===== config.mk =====
export PLATFORM = sky130hd
export DESIGN_NAME = golay24_codec_flat
export DESIGN_NICKNAME = d
export VERILOG_FILES = /design/src/rtl/golay_pkg.sv /design/src/rtl/golay24_codec_if.sv /design/src/rtl/golay24_mulb.sv /design/src/rtl/golay24_codec.sv /design/src/flat_wrapper.sv
export SDC_FILE = /design/constraint.sdc
export NUM_CORES = 1
export LEC_CHECK = 0
export ABC_AREA = 1
export CAP_MARGIN = 20
export CELL_PAD_IN_SITES_DETAIL_PLACEMENT = 1
export CELL_PAD_IN_SITES_GLOBAL_PLACEMENT = 1
export CORE_MARGIN = 4
export CORE_UTILIZATION = 30
export CTS_BUF_LIST = sky130_fd_sc_hd__clkbuf_2 sky130_fd_sc_hd__clkbuf_4 sky130_fd_sc_hd__clkbuf_8
export CTS_CLUSTER_DIAMETER = 100
export DETAILED_ROUTE_END_ITERATION = 12
export GPL_ROUTABILITY_DRIVEN = 0
export MAX_ROUTING_LAYER = met4
export PLACE_DENSITY = 0.6
export SYNTH_ARGS = -nofsm -noshare
export SYNTH_HDL_FRONTEND = slang
export SYNTH_SLANG_ARGS = --single-unit

===== constraint.sdc =====
create_clock -name clk -period 5.8 [get_ports clk]
set_input_delay 1.16 -clock clk [delete_from_list [all_inputs] [get_ports clk]]
set_output_delay 1.16 -clock clk [all_outputs]
set_load 0.01 [all_outputs]

===== src/rtl/golay_pkg.sv =====
// Shared constants, decoder state encoding and GF(2) helpers for the
// extended binary Golay (24,12) codec.
package golay_pkg;

  localparam int unsigned HALF_W = 12;
  localparam int unsigned BLK_W  = 24;
  localparam int unsigned IDX_W  = 4;

  typedef enum logic [2:0] {
    IDLE,
    SYND,
    SCAN1,
    QCHK,
    SCAN2,
    NEXT,
    DONE
  } dec_state_e;

  // Row i of B; column j of a row maps to bit (11-j).
  function automatic logic [HALF_W-1:0] b_row(input logic [IDX_W-1:0] i);
    case (i)
      4'd0:    b_row = 12'hDC5;
      4'd1:    b_row = 12'hB8B;
      4'd2:    b_row = 12'h717;
      4'd3:    b_row = 12'hE2D;
      4'd4:    b_row = 12'hC5B;
      4'd5:    b_row = 12'h8B7;
      4'd6:    b_row = 12'h16F;
      4'd7:    b_row = 12'h2DD;
      4'd8:    b_row = 12'h5B9;
      4'd9:    b_row = 12'hB71;
      4'd10:   b_row = 12'h6E3;
      4'd11:   b_row = 12'hFFE;
      default: b_row = '0;
    endcase
  endfunction

  function automatic logic [HALF_W-1:0] unit_vec(input logic [IDX_W-1:0] i);
    unit_vec = 12'h800 >> i;
  endfunction

  function automatic logic [IDX_W-1:0] popcount12(input logic [HALF_W-1:0] v);
    popcount12 = '0;
    for (int unsigned i = 0; i < HALF_W; i++) begin
      popcount12 = popcount12 + IDX_W'(v[i]);
    end
  endfunction

endpackage


===== src/rtl/golay24_codec_if.sv =====
// Encode/decode bus of the Golay codec: master is the client, slave the codec.
interface golay24_codec_if #(
  parameter int unsigned BLOCKS = 1
);
  localparam int unsigned DATA_WIDTH = 12 * BLOCKS;
  localparam int unsigned CW_WIDTH   = 24 * BLOCKS;
  localparam int unsigned ERR_W      = $clog2(3 * BLOCKS + 1);

  logic                  enc_valid_in;
  logic [DATA_WIDTH-1:0] data_in;
  logic                  enc_valid_out;
  logic [CW_WIDTH-1:0]   codeword_out;
  logic                  dec_valid_in;
  logic                  dec_ready;
  logic [CW_WIDTH-1:0]   codeword_in;
  logic                  dec_valid_out;
  logic [DATA_WIDTH-1:0] data_out;
  logic                  error_detected;
  logic                  error_corrected;
  logic [BLOCKS-1:0]     uncorrectable;
  logic [ERR_W-1:0]      err_count;

  modport master (
    output enc_valid_in, data_in, dec_valid_in, codeword_in,
    input  enc_valid_out, codeword_out, dec_ready, dec_valid_out, data_out,
           error_detected, error_corrected, uncorrectable, err_count
  );

  modport slave (
    input  enc_valid_in, data_in, dec_valid_in, codeword_in,
    output enc_valid_out, codeword_out, dec_ready, dec_valid_out, data_out,
           error_detected, error_corrected, uncorrectable, err_count
  );
endinterface


===== src/rtl/golay24_mulb.sv =====
// Combinational product of a 12-bit row vector with the Golay matrix B over GF(2).
module golay24_mulb
  import golay_pkg::*;
(
  input  logic [HALF_W-1:0] vec,
  output logic [HALF_W-1:0] prod_c
);

  always_comb begin
    prod_c = '0;
    for (int unsigned i = 0; i < HALF_W; i++) begin
      if (vec[HALF_W-1-i]) prod_c = prod_c ^ b_row(IDX_W'(i));
    end
  end

endmodule


===== src/rtl/golay24_codec.sv =====
// Extended Golay (24,12) codec over BLOCKS lanes: one-cycle encoder and a
// sequential per-block decoder correcting up to 3 and detecting 4 bit errors.
module golay24_codec
  import golay_pkg::*;
#(
  parameter int unsigned BLOCKS = 1
) (
  input  logic            clk,
  input  logic            rst_n,
  golay24_codec_if.slave  bus
);

  localparam int unsigned DATA_WIDTH = HALF_W * BLOCKS;
  localparam int unsigned CW_WIDTH   = BLK_W * BLOCKS;
  localparam int unsigned ERR_W      = $clog2(3 * BLOCKS + 1);
  localparam int unsigned BLK_IDX_W  = (BLOCKS > 1) ? $clog2(BLOCKS) : 1;

  logic [CW_WIDTH-1:0] enc_cw_c;

  for (genvar g = 0; g < int'(BLOCKS); g++) begin : g_enc
    logic [HALF_W-1:0] par_c;
    golay24_mulb u_par (.vec(bus.data_in[HALF_W*g +: HALF_W]), .prod_c(par_c));
    assign enc_cw_c[BLK_W*g +: BLK_W] = {bus.data_in[HALF_W*g +: HALF_W], par_c};
  end

  always_ff @(posedge clk or negedge rst_n) begin
    if (!rst_n) begin
      bus.enc_valid_out <= 1'b0;
      bus.codeword_out  <= '0;
    end else begin
      bus.enc_valid_out <= bus.enc_valid_in;
      if (bus.enc_valid_in) bus.codeword_out <= enc_cw_c;
    end
  end

  dec_state_e            state;
  logic [CW_WIDTH-1:0]   r_q;
  logic [BLK_IDX_W-1:0]  blk;
  logic [IDX_W-1:0]      idx;
  logic [HALF_W-1:0]     s_q, q_q, e1_q, e2_q;
  logic                  blk_unc_q, det_q, corr_q;
  logic [BLOCKS-1:0]     unc_q;
  logic [DATA_WIDTH-1:0] data_q;
  logic [ERR_W-1:0]      err_q;

  logic [BLK_W-1:0]      cur_c;
  logic [HALF_W-1:0]     r1_c, r2_c, r1b_c, syn_c, q_c, scan_c;

  always_comb begin
    cur_c = r_q[BLK_W-1:0];
    for (int unsigned k = 0; k < BLOCKS; k++) begin
      if (blk == BLK_IDX_W'(k)) cur_c = r_q[BLK_W*k +: BLK_W];
    end
  end

  assign r1_c = cur_c[BLK_W-1:HALF_W];
  assign r2_c = cur_c[HALF_W-1:0];

  golay24_mulb u_syn (.vec(r1_c), .prod_c(r1b_c));
  golay24_mulb u_q   (.vec(s_q),  .prod_c(q_c));

  assign syn_c  = r1b_c ^ r2_c;
  // Both scans walk the rows of B against whichever of s or q is active.
  assign scan_c = ((state == SCAN2) ? q_q : s_q) ^ b_row(idx);

  always_ff @(posedge clk or negedge rst_n) begin
    if (!rst_n) begin
      state               <= IDLE;
      r_q                 <= '0;
      blk                 <= '0;
      idx                 <= '0;
      s_q                 <= '0;
      q_q                 <= '0;
      e1_q                <= '0;
      e2_q                <= '0;
      blk_unc_q           <= 1'b0;
      det_q               <= 1'b0;
      corr_q              <= 1'b0;
      unc_q               <= '0;
      data_q              <= '0;
      err_q               <= '0;
      bus.dec_ready       <= 1'b1;
      bus.dec_valid_out   <= 1'b0;
      bus.data_out        <= '0;
      bus.error_detected  <= 1'b0;
      bus.error_corrected <= 1'b0;
      bus.uncorrectable   <= '0;
      bus.err_count       <= '0;
    end else begin
      bus.dec_valid_out <= 1'b0;
      case (state)
        IDLE: begin
          bus.dec_ready <= 1'b1;
          if (bus.dec_valid_in && bus.dec_ready) begin
            r_q           <= bus.codeword_in;
            bus.dec_ready <= 1'b0;
            blk           <= '0;
            det_q         <= 1'b0;
            corr_q        <= 1'b0;
            unc_q         <= '0;
            data_q        <= '0;
            err_q         <= '0;
            state         <= SYND;
          end
        end
        SYND: begin
          s_q       <= syn_c;
          e1_q      <= '0;
          e2_q      <= syn_c;
          idx       <= '0;
          blk_unc_q <= 1'b0;
          state     <= (popcount12(syn_c) <= IDX_W'(3)) ? NEXT : SCAN1;
        end
        SCAN1: begin
          if (popcount12(scan_c) <= IDX_W'(2)) begin
            e1_q  <= unit_vec(idx);
            e2_q  <= scan_c;
            state <= NEXT;
          end else if (idx == IDX_W'(11)) begin
            state <= QCHK;
          end else begin
            idx <= idx + IDX_W'(1);
          end
        end
        QCHK: begin
          q_q <= q_c;
          idx <= '0;
          if (popcount12(q_c) <= IDX_W'(3)) begin
            e1_q  <= q_c;
            e2_q  <= '0;
            state <= NEXT;
          end else begin
            state <= SCAN2;
          end
        end
        SCAN2: begin
          if (popcount12(scan_c) <= IDX_W'(2)) begin
            e1_q  <= scan_c;
            e2_q  <= unit_vec(idx);
            state <= NEXT;
          end else if (idx == IDX_W'(11)) begin
            blk_unc_q <= 1'b1;
            state     <= NEXT;
          end else begin
            idx <= idx + IDX_W'(1);
          end
        end
        NEXT: begin
          for (int unsigned k = 0; k < BLOCKS; k++) begin
            if (blk == BLK_IDX_W'(k)) begin
              data_q[HALF_W*k +: HALF_W] <= blk_unc_q ? r1_c : (r1_c ^ e1_q);
              unc_q[k]                   <= blk_unc_q;
            end
          end
          if (!blk_unc_q) begin
            err_q <= err_q + ERR_W'(5'(popcount12(e1_q)) + 5'(popcount12(e2_q)));
          end
          if (s_q != '0) begin
            det_q <= 1'b1;
            if (!blk_unc_q) corr_q <= 1'b1;
          end
          if (blk == BLK_IDX_W'(BLOCKS - 1)) begin
            state <= DONE;
          end else begin
            blk   <= blk + BLK_IDX_W'(1);
            state <= SYND;
          end
        end
        DONE: begin
          bus.dec_valid_out   <= 1'b1;
          bus.data_out        <= data_q;
          bus.error_detected  <= det_q;
          bus.error_corrected <= corr_q && (unc_q == '0);
          bus.uncorrectable   <= unc_q;
          bus.err_count       <= err_q;
          state               <= IDLE;
        end
        default: state <= IDLE;
      endcase
    end
  end

endmodule


===== src/flat_wrapper.sv =====
// flat-port wrapper written by rule: the top's interface ports become plain ports
module golay24_codec_flat import golay_pkg::*;
#(
  parameter int unsigned BLOCKS = 1
)
  (clk, rst_n, bus_enc_valid_in, bus_data_in, bus_dec_valid_in, bus_codeword_in, bus_enc_valid_out, bus_codeword_out, bus_dec_ready, bus_dec_valid_out, bus_data_out, bus_error_detected, bus_error_corrected, bus_uncorrectable, bus_err_count);
  golay24_codec_if #(.BLOCKS(BLOCKS)) bus_i ();
  input  logic clk;
  input  logic rst_n;
  input wire logic [$bits(bus_i.enc_valid_in)-1:0] bus_enc_valid_in;
  input wire logic [$bits(bus_i.data_in)-1:0] bus_data_in;
  input wire logic [$bits(bus_i.dec_valid_in)-1:0] bus_dec_valid_in;
  input wire logic [$bits(bus_i.codeword_in)-1:0] bus_codeword_in;
  output wire logic [$bits(bus_i.enc_valid_out)-1:0] bus_enc_valid_out;
  output wire logic [$bits(bus_i.codeword_out)-1:0] bus_codeword_out;
  output wire logic [$bits(bus_i.dec_ready)-1:0] bus_dec_ready;
  output wire logic [$bits(bus_i.dec_valid_out)-1:0] bus_dec_valid_out;
  output wire logic [$bits(bus_i.data_out)-1:0] bus_data_out;
  output wire logic [$bits(bus_i.error_detected)-1:0] bus_error_detected;
  output wire logic [$bits(bus_i.error_corrected)-1:0] bus_error_corrected;
  output wire logic [$bits(bus_i.uncorrectable)-1:0] bus_uncorrectable;
  output wire logic [$bits(bus_i.err_count)-1:0] bus_err_count;
  assign bus_i.enc_valid_in = bus_enc_valid_in;
  assign bus_i.data_in = bus_data_in;
  assign bus_i.dec_valid_in = bus_dec_valid_in;
  assign bus_i.codeword_in = bus_codeword_in;
  assign bus_enc_valid_out = bus_i.enc_valid_out;
  assign bus_codeword_out = bus_i.codeword_out;
  assign bus_dec_ready = bus_i.dec_ready;
  assign bus_dec_valid_out = bus_i.dec_valid_out;
  assign bus_data_out = bus_i.data_out;
  assign bus_error_detected = bus_i.error_detected;
  assign bus_error_corrected = bus_i.error_corrected;
  assign bus_uncorrectable = bus_i.uncorrectable;
  assign bus_err_count = bus_i.err_count;
  golay24_codec #(.BLOCKS(BLOCKS)) u_core (.clk(clk), .rst_n(rst_n), .bus(bus_i));
endmodule

**Met1 routing**

(2 px per µm) Cells faint in the background.
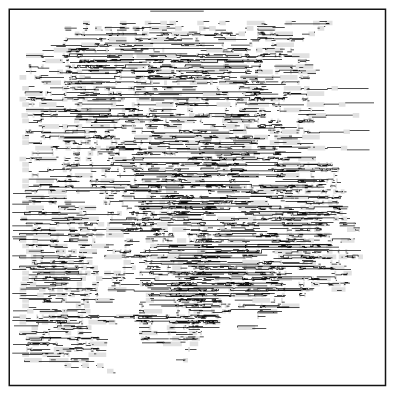
longest straight run	92.5 µm
nets with wire on the layer	1267
share of all routed wire	48%
wire length on this layer	14400 µm
GRT met1 Usage: 23.79%
total number of vias: 7975
final WL: 29940 µm

**M2 wires**

(2 px per µm)
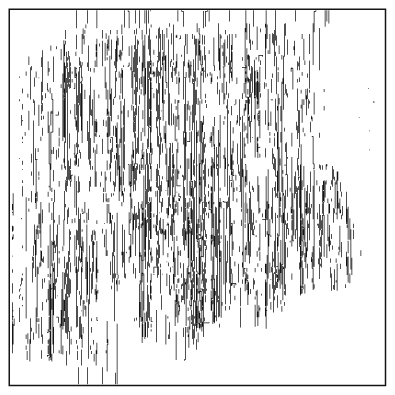
wire length on this layer	13900 µm
main direction	vertical
longest straight run	59.2 µm
grt met2 use: 28.30%

**Metal 3**

(1.5 px per µm) Cells faint in the background.
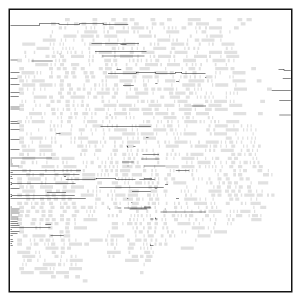
wire length on this layer	1070 µm
nets with wire on the layer	80
met3 Use GR: 2.818%

==> impl_metrics.csv <==
group,metric,value,unit
timing,worst_pin_slew,945.7,ps
synthesis,mux_area_share,0,%
synthesis,ys_seq_share,36.57,%
critical_path,path_max_fanout,32,
synthesis,ys_cells,1203,
timing,grt_setup_unrepaired,"false",
synthesis,synth_flops,141,
timing,fin_worst_skew,17.15,ps
synthesis,edf_count,0,
timing,fin_hold_ws,480.1,ps
critical_path,reg2reg_from,"u_core.idx[1]",
final_layout,fin_area,11300,µm²
timing,worst_slack,286.5,ps
critical_path,path_delay_family,"adder cells",
synthesis,ys_area,9651,µm²
routing,drt_iter0_drc,389,
final_layout,antenna_cells,0,
final_layout,nFillCells,3794,
critical_path,cp-endpoint,"u_core.e1_q[8]",
die,core_area,31640,µm²
final_layout,final_cells,1687,
final_layout,final_nets,1367,
clock_tree,path_clk_slew,90,ps
timing,setup_viol,0,
timing,slew_violations,0,
timing,maxSlewHeadroom,36.95,%
synthesis,synth_cells,1203,
timing,fin_crit,5514,ps
clock_tree,cts_tree,"done",
synthesis,top_area_share,36.30,%
critical_path,max_stage_delay,560,ps
hold_path,holdPathStages,2,
place,portBuffers,83,
outcome,status,"complete, no violations",
hold_path,hold_path.class,"reg2reg",
final_layout,final_common_cell,"nand2_1",
die,fp_util,30.50,%
synthesis,yosysWarnings,0,
**Signal wires on met4**

(1.5 px per µm) Cells faint in the background.
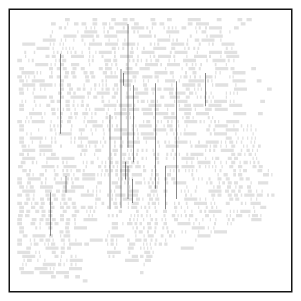
main direction	vertical
longest straight run	92.5 µm

**Routing congestion map**

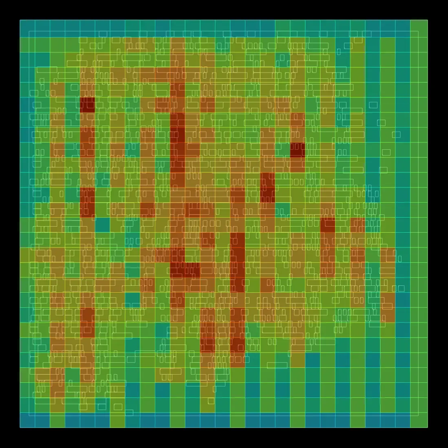
gr usage total: 17.81%
busiest grt layer: met2
Util after Layout: 35.72%

cell type report:
class	count	share of cell area [%]
multi-input cells	853	46.67
well taps	402	4.451
clock buffers	19	2.259
inverters	159	5.403
flip-flops and latches	141	31.27
repair buffers	101	8.736
clock inverters	12	1.218
metal layers:
layer  routed length, µm  share of wire, %  vias up
met2               13890                46      129
li1                    -                 -     3890
met5                   0                 0        -
met4                 636               2.1        0
met1               14360                48     3920
met3                1066               3.6       36
worst register-to-register path: cells and delay by family (launching register included):
family / cells / cell delay, ps
DFF: 1 / 450
buffers and inverters: 6 / 570
adders and majority gates: 7 / 2870
AOI/OAI and AO/OA: 4 / 500
and+or+nand+nor: 8 / 1010
